`config.mk`:
```
export PLATFORM = sky130hd
export DESIGN_NAME = accumulator_access_scheduler
export DESIGN_NICKNAME = d
export VERILOG_FILES = /design/src/rtl/accumulator_access_scheduler_pkg.sv /design/src/rtl/accumulator_access_scheduler_arbiter.sv /design/src/rtl/accumulator_access_scheduler.sv
export SDC_FILE = /design/constraint.sdc
export NUM_CORES = 1
export LEC_CHECK = 0
export CAP_MARGIN = 15
export CORE_UTILIZATION = 34
export DETAILED_ROUTE_END_ITERATION = 8
export GPL_TIMING_DRIVEN = 0
export PLACE_DENSITY_LB_ADDON = 0.25
export SKIP_CTS_REPAIR_TIMING = 1
export SYNTH_ARGS = -nofsm -noshare
export SYNTH_HDL_FRONTEND = slang
export SYNTH_SLANG_ARGS = --single-unit
```
`constraint.sdc`:
```
create_clock -name clock -period 2.4 [get_ports clock]
set_input_delay 0.48 -clock clock [delete_from_list [all_inputs] [get_ports clock]]
set_output_delay 0.48 -clock clock [all_outputs]
set_load 0.03 [all_outputs]
```
`src/rtl/accumulator_access_scheduler_pkg.sv`:
```
// Shared types and constants for the accumulator access scheduler.
// Status bit positions match the accumulator's status port.
package accumulator_access_scheduler_pkg;

   typedef enum logic [2:0] {
      IDLE,
      ISSUE,
      WAIT,
      RESP,
      CLEAR
   } state_e;

   localparam int STATUS_WIDTH     = 5;
   localparam int STATUS_CARRY     = 4;
   localparam int STATUS_AT_MAX    = 3;
   localparam int STATUS_OVER_MAX  = 2;
   localparam int STATUS_AT_MIN    = 1;
   localparam int STATUS_UNDER_MIN = 0;

endpackage

```
`src/rtl/accumulator_access_scheduler_arbiter.sv`:
```
// Combinational round-robin arbiter: the search starts at pointer_i and wraps.
// advance_i enables arbitration for the current cycle; with it low no grant is produced.
module arbiter_round_robin #(
   parameter int REQUESTERS = 4
) (
   input  logic [REQUESTERS-1:0]         requests_i,
   input  logic [$clog2(REQUESTERS)-1:0] pointer_i,
   input  logic                          advance_i,
   output logic [REQUESTERS-1:0]         grant_o,
   output logic                          valid_o
);

   localparam int PW = $clog2(REQUESTERS);

   logic [PW-1:0] idx;

   always_comb begin
      grant_o = '0;
      valid_o = 1'b0;
      idx     = '0;
      for (int k = 0; k < REQUESTERS; k++) begin
         idx = PW'((int'(pointer_i) + k) % REQUESTERS);
         if (advance_i && !valid_o && requests_i[idx]) begin
            grant_o[idx] = 1'b1;
            valid_o      = 1'b1;
         end
      end
   end

endmodule

```
`src/rtl/accumulator_access_scheduler.sv`:
```
// Shares one pipelined saturating accumulator among several clients, one operation at a time,
// with host clears and a timeout guarding against a lost update strobe.
module accumulator_access_scheduler
   import accumulator_access_scheduler_pkg::*;
#(
   parameter int REQUESTERS     = 4,
   parameter int WORD_WIDTH     = 16,
   parameter int TIMEOUT_CYCLES = 16
) (
   input  logic                             clock,
   input  logic                             clear_n,
   input  logic [REQUESTERS-1:0]            req_valid,
   output logic [REQUESTERS-1:0]            req_ready,
   input  logic [REQUESTERS-1:0]            req_load,
   input  logic [REQUESTERS*WORD_WIDTH-1:0] req_value,
   output logic [REQUESTERS-1:0]            rsp_valid,
   output logic [WORD_WIDTH-1:0]            rsp_value,
   output logic [STATUS_WIDTH-1:0]          rsp_status,
   output logic                             rsp_timeout,
   input  logic                             clear_request,
   output logic                             clear_done,
   output logic [WORD_WIDTH-1:0]            acc_increment,
   output logic [WORD_WIDTH-1:0]            acc_load_value,
   output logic                             acc_increment_valid,
   output logic                             acc_load_valid,
   output logic                             acc_clear,
   input  logic [WORD_WIDTH-1:0]            acc_value,
   input  logic                             acc_updated,
   input  logic [STATUS_WIDTH-1:0]          acc_status,
   output logic                             timeout_sticky
);

   localparam int PW = $clog2(REQUESTERS);
   localparam int CW = $clog2(TIMEOUT_CYCLES + 1);

   state_e                  state_q, state_d;
   logic [PW-1:0]           grant_q, grant_d;
   logic [PW-1:0]           pointer_q, pointer_d;
   logic [CW-1:0]           count_q, count_d;
   logic [WORD_WIDTH-1:0]   value_q, value_d;
   logic [STATUS_WIDTH-1:0] status_q, status_d;
   logic                    timeout_q, timeout_d;
   logic                    sticky_q, sticky_d;

   logic [REQUESTERS-1:0]   arbGrant;
   logic                    arbValid;
   logic [PW-1:0]           arbIndex;
   logic [WORD_WIDTH-1:0]   reqWord [REQUESTERS];

   arbiter_round_robin #(
      .REQUESTERS (REQUESTERS)
   ) u_arbiter (
      .requests_i (req_valid),
      .pointer_i  (pointer_q),
      .advance_i  ((state_q == IDLE) && !clear_request),
      .grant_o    (arbGrant),
      .valid_o    (arbValid)
   );

   always_comb begin
      arbIndex = '0;
      for (int k = 0; k < REQUESTERS; k++) begin
         if (arbGrant[k]) begin
            arbIndex = PW'(k);
         end
      end
   end

   always_comb begin
      for (int k = 0; k < REQUESTERS; k++) begin
         reqWord[k] = req_value[k*WORD_WIDTH +: WORD_WIDTH];
      end
   end

   always_ff @(posedge clock) begin
      if (!clear_n) begin
         state_q   <= IDLE;
         grant_q   <= '0;
         pointer_q <= '0;
         count_q   <= '0;
         value_q   <= '0;
         status_q  <= '0;
         timeout_q <= 1'b0;
         sticky_q  <= 1'b0;
      end else begin
         state_q   <= state_d;
         grant_q   <= grant_d;
         pointer_q <= pointer_d;
         count_q   <= count_d;
         value_q   <= value_d;
         status_q  <= status_d;
         timeout_q <= timeout_d;
         sticky_q  <= sticky_d;
      end
   end

   // Clear wins over client traffic in IDLE; acc_updated is only looked at in WAIT,
   // so stray strobes elsewhere have no effect.
   always_comb begin
      state_d   = state_q;
      grant_d   = grant_q;
      pointer_d = pointer_q;
      count_d   = count_q;
      value_d   = value_q;
      status_d  = status_q;
      timeout_d = timeout_q;
      sticky_d  = sticky_q;
      case (state_q)
         IDLE: begin
            if (clear_request) begin
               state_d = CLEAR;
            end else if (arbValid) begin
               grant_d = arbIndex;
               state_d = ISSUE;
            end
         end
         ISSUE: begin
            pointer_d = (grant_q == PW'(REQUESTERS - 1)) ? '0 : grant_q + 1'b1;
            count_d   = '0;
            state_d   = WAIT;
         end
         WAIT: begin
            if (acc_updated) begin
               value_d   = acc_value;
               status_d  = acc_status;
               timeout_d = 1'b0;
               state_d   = RESP;
            end else begin
               count_d = count_q + 1'b1;
               if (count_q + 1'b1 == CW'(TIMEOUT_CYCLES)) begin
                  value_d   = '0;
                  status_d  = '0;
                  timeout_d = 1'b1;
                  sticky_d  = 1'b1;
                  state_d   = RESP;
               end
            end
         end
         RESP:    state_d = IDLE;
         CLEAR:   state_d = IDLE;
         default: state_d = IDLE;
      endcase
   end

   // acc_clear follows clear_n directly so the accumulator is cleared alongside the controller.
   always_comb begin
      req_ready           = '0;
      rsp_valid           = '0;
      rsp_value           = '0;
      rsp_status          = '0;
      rsp_timeout         = 1'b0;
      clear_done          = 1'b0;
      acc_increment       = '0;
      acc_load_value      = '0;
      acc_increment_valid = 1'b0;
      acc_load_valid      = 1'b0;
      acc_clear           = ~clear_n;
      case (state_q)
         ISSUE: begin
            req_ready[grant_q] = 1'b1;
            if (req_load[grant_q]) begin
               acc_load_value = reqWord[grant_q];
               acc_load_valid = 1'b1;
            end else begin
               acc_increment       = reqWord[grant_q];
               acc_increment_valid = 1'b1;
            end
         end
         RESP: begin
            rsp_valid[grant_q] = 1'b1;
            rsp_value          = value_q;
            rsp_status         = status_q;
            rsp_timeout        = timeout_q;
         end
         CLEAR: begin
            acc_clear  = 1'b1;
            clear_done = 1'b1;
         end
         default: ;
      endcase
   end

   assign timeout_sticky = sticky_q;

endmodule

```
Fig. 1: routed clock nets over the placement
Bar = 20 um.
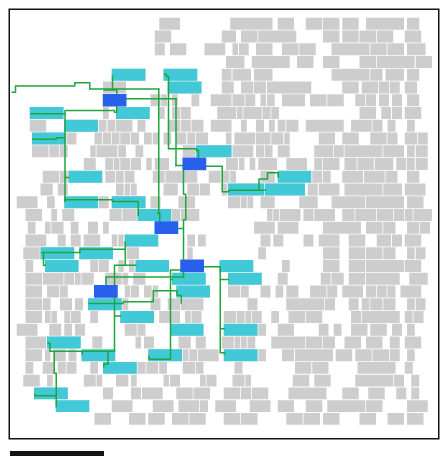
- green: clock wires (length 450 um)
- blue: clock-net drivers (count 5)
- cyan: flip-flops (count 35)
- routed clock nets: 6
clock network power share: 23.7%
worst-skew pair later-pin latency: 280 ps

Fig. 2: sequential cells colored by netlist name
Other sequential cells in the stronger gray, the rest of the logic in the fainter gray.
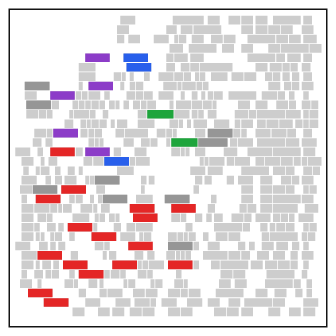
- green: `pointer_q` (placed flops 2)
- blue: `state_q` (placed flops 3)
- red: `value_q` (placed flops 16)
- purple: `count_q` (placed flops 5; where top left)
Reg area: 706.9 um2
Util after Layout: 61.17%

==> flow_metrics.env <==
# physical design summary
export IMPL_outcome="complete, no violations"
export IMPL_dieArea_mm2=0.008343
export IMPL_setup_violations=0
export IMPL_top_regs="value_q: 16 flops, count_q: 5 flops, status_q: 5 flops"
export IMPL_worst_pin_slew_ps=810.2
export IMPL_numSynthFlops=35
export IMPL_max_cap_violations=0
export IMPL_wl_met2_mm=4.945
export IMPL_fp_nets=420
export IMPL_worstPathRequired_ps=1920
export IMPL_ios=164
export IMPL_core_area_mm2=0.007727
export IMPL_met2_usage_pct=41.98
export IMPL_reg2reg_depth=8
export IMPL_p_leak_nw=2.319
export IMPL_clk_path_buf_depth=2
export IMPL_highest_layer="met4"
export IMPL_grtUsageMet1_pct=24.21
export IMPL_clock_fmax_mhz=422.7
export IMPL_total_power_mw=1.996
export IMPL_worstHoldStart="value_q[14]"
export IMPL_syn_avg_cell_area_um2=8.670
export IMPL_hpwl_mm=7.234
export IMPL_dieHeight_um=91.34
export IMPL_criticalPathCategory="flop to primary output"
export IMPL_antenna_found_initial=0
export IMPL_drive_gt1_share_pct=23.25
export IMPL_gp_congestion=0.8150
export IMPL_fin_crit_ps=2366
export IMPL_track_usage_pct=21.82
export IMPL_hold_path_end="value_q[14]"
export IMPL_regMostFlops="value_q"
export IMPL_syn_to_final_growth_pct=74.18
export IMPL_r2r_end="grant_q[1]"
export IMPL_edf_count=0
export IMPL_crit_path_max_fanout=5
export IMPL_yosys_area_top_type_share_pct=25.82
export IMPL_die_w_um=91.34
export IMPL_hold_violations=0
export IMPL_grt_pass1_vias=2943
export IMPL_worstSetupStartpoint="grant_q[0]"
Fig. 3: metal layers overlaid
Bar = 20 um.
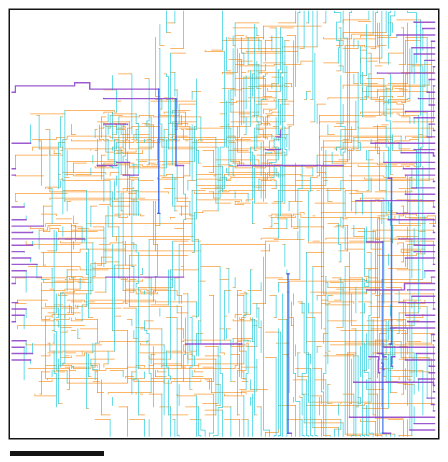
- blue: M4 (wire length 151 um)
- purple: M3 (wire length 542 um)
- cyan: M2 (wire length 4950 um)
- orange: M1 (wire length 3750 um)
routed wire length: 9.388 mm
DR vias: 3067

Fig. 4: clock nets
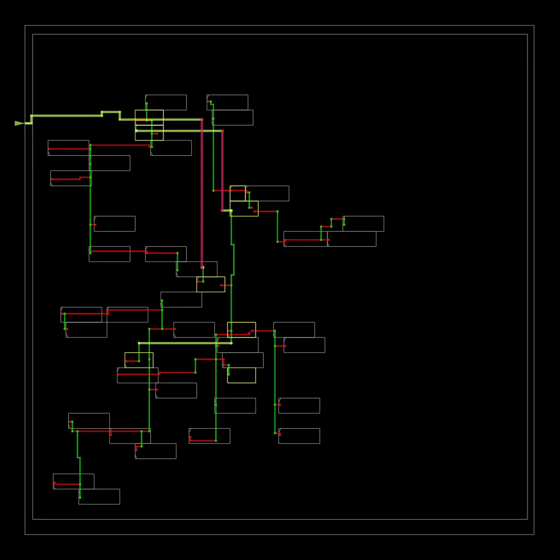
Layout clock buffers: 7
Clock Skew: 6.502 ps
Power Clock: 0.473 mW
seq_cells: 35

worst register-to-register path, stage by stage (launching register included):
cell and delay [ps]:
dfxtp_2 360, buf_6 120, clkinvlp_4 100, ha_4 310, mux4_2 560, a31oi_1 170, o221a_2 230, o21ai_0 100
o221a_1 240
power breakdown:
group / switching, mW / leakage (nW) / internal (mW) / total (mW)
combinational: 0.398 / 1.98 / 0.496 / 0.894
clock: 0.212 / 0.0505 / 0.261 / 0.473
sequential: 0.0221 / 0.285 / 0.606 / 0.628
per-stage QoR:
stage / cells / setup slack, ps / area (um2)
after floorplan: 313 / 78.89 / 2714
after global placement: 578 / -1045 / 4473
after detailed placement: 578 / -1069 / 4473
after CTS: 586 / -1081 / 4577
after global routing: 601 / -15.51 / 4727
final: 601 / 34.04 / 4727
placed cells by master (no fill, tap or decap), drive strengths merged, types with 2 or more instances in the layout:
master	n
clkdlybuf4s50	94
and2	50
buf	45
clkbuf	44
dfxtp	35
nand2	30
o21ai	28
dlymetal6s2s	27
a21boi	24
mux4	20
and3	17
a21oi	14
ha	10
nor2	9
inv	7
nand2b	5
nor2b	4
nand3	3
mux2	3
nor3b	3
clkinvlp	2
nor3	2
o21a	2
nor4	2
mux2i	2
a31oi	2
or3b	2
o221a	2
final cells by class:
cell class	instances	area [um2]	share of cell area, %
Multi-Input combinational cell	245	1912	40.44
Timing Repair Buffer	181	1690	35.76
Sequential cell	35	706.9	14.96
Buffer	22	152.6	3.229
Tap cell	102	127.6	2.700
Clock buffer	7	96.34	2.038
Inverter	8	33.78	0.7147
Clock inverter	1	7.507	0.1588
cell families after synthesis:
kind of cell	after synthesis	share of synthesized area [%]
flip-flops	35	25.82
AND-OR/OR-AND	80	18.76
adder cells (fa/ha/maj)	10	4.610
buffers and inverters	33	5.117
multiplexers	25	18.72
AND/OR/NAND/NOR	130	26.97
Power figures rest on the tool's default switching activity, not on a simulated workload.
